==> images/layers.png <==
Drawn at 4 px/µm.
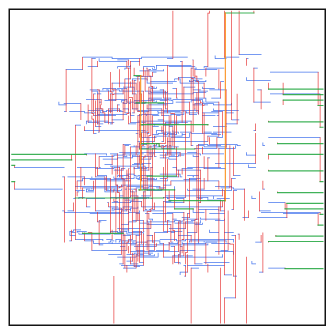
==> images/m3.png <==
Drawn at 4 px/µm. Cells faint in the background.
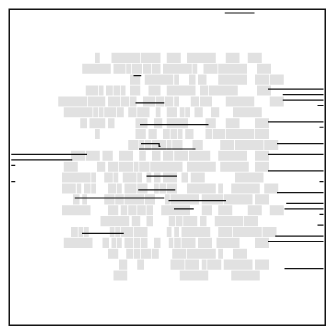
==> images/ff_map.png <==
Drawn at 4 px/µm. Other sequential cells in the stronger grey, the rest of the logic in the fainter grey.
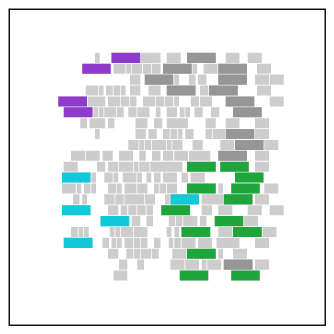
Design alu_op_sequencer, sky130hd; sources not shown.
==> results_dict.tcl <==
# flow metrics
set metrics [dict create \
    fmax_ghz 0.305 \
    async_flop_share_pct 0 \
    n_all_inverters 6 \
    rrSetupSlack_ps 2310 \
    clk_path_buf_depth 2 \
    path_depth 6 \
    powerComb_uw 261 \
    io_pins 33 \
    clockBufferCount 6 \
    cts_made_buffers 5 \
    nonClkBufAreaFrac_pct 16.1 \
    syn_to_final_growth_pct 21.6 \
    rsz0062_at_grt "no" \
    comb_area_um2 916 \
    warnings 26 \
    edf_count 0 \
    synth.area.mux_share_pct 2.55 \
    drtAntennaViolNets 0 \
    ir_drop_mv 0.132 \
    cts_tree "done" \
    ys_sh_adder_pct 0.728 \
    yosys_warnings 0 \
    simple_gate_share_pct 34.5 \
    place_area_um2 2020 \
    finalPower_uw 750 \
    die-width_um 78.6 \
    layout_top_cell "dfxtp_1" \
    seq_cells 35 \
    top_cell "dfxtp_1" \
    hold_class "flip-flop to flip-flop" \
    seq_power_share_pct 44.7 \
    cap_violations 0 \
    clkPwrFrac_pct 20.4 \
    critical-path-top-delay-family "simple AND/OR/NAND/NOR gates" \
    post_cts_buffers 0 \
    cp_slowest_stage_delay_ps 750 \
    antenna_found_initial 0 \
    flop_cell "dfxtp_1" \
    fp.dieH_um 78.6 \
    met2_usage_pct 19.4 \
    ys_sh_xor_pct 2.04 \
    wl_met2_um 1610 \
    crit_path_end_kind "flip-flop" \
    yosys_area_um2 1720 \
    grt_pass1_vias 1392 \
    worst_slew_pin_slew_ps 721 \
    dr.pass1.iters 4 \
    final_max_slew_viol_count 0 \
    holdPathStages 2 \
    fp_util_pct 51.5 \
    hold_viol_final 0 \
    synth.top_cells.by_count "dfxtp_1 (35), nand2_1 (18), nor2_1 (15), a21oi_1 (10), clkbuf_1 (9)" \
    rows 21 \
    clkTransAtPathRegs_ps 100 \
    yosys.area.top_type "dfxtp_1" \
    p_per_area_nw_per_um2 359 \
    cts_sinks 35 \
    p_leak_uw 0.000717 \
    startpoint_type "primary input" \
    met1_length_um 1730 \
    cp.required_ps 5100 \
    clk_share_pct 2.70 \
    top_layer "met4" \
    critPathArrivalTime_ps 3470 \
    num_antenna_cells 0 \
    grt_busiest_layer "met2" \
    outcome "finished, final reports clean" \
    design.core.area_um2 3340 \
    gp_congestion 0.848 \
    drive_above_1_share_pct 13.2 \
    dominant_cells "combinational gates" \
    setup-tns-final_ps 0 \
    p_sw_uw 272 \
    synth_flops 35 \
    portBuffers 32 \
    netSwitchingFraction_pct 36.3 \
    cpMaxStageDelayCell "or4b_2" \
    root_buffer "clkbuf_4" \
    cts_resized 0 \
    dp_cells 258 \
    dpl.hpwl_um 2830 \
    synthesis.nets 202 \
]
## Picture notes: layers.png
M2 -> red  # wire length 1610 µm
M1 -> blue  # wire length 1730 µm
M3 -> green  # wire length 308 µm
M4 -> orange  # wire length 75.5 µm
Post-Route WL: 3720 µm
GRT Overall Usage: 12.8%
mean routed wirelength per cell: 14.0 µm
routed vias: 1457

## Picture notes: m3.png
longest straight run = 22.1 µm
share of all routed wire = 8.3%
Global Route met3 Usage: 4.90%

## Picture notes: ff_map.png
cnt_q -> purple  # sequential cells 4, where north-west
alu_op -> green  # sequential cells 13
opc_q -> cyan  # sequential cells 5
not coloured = 13
Seq. cell area: 701 µm²
Final Core Density: 62.6%
Seq/total area: 33.6%
Seq power: 336 µW

Power and IR drop assume default switching activity.
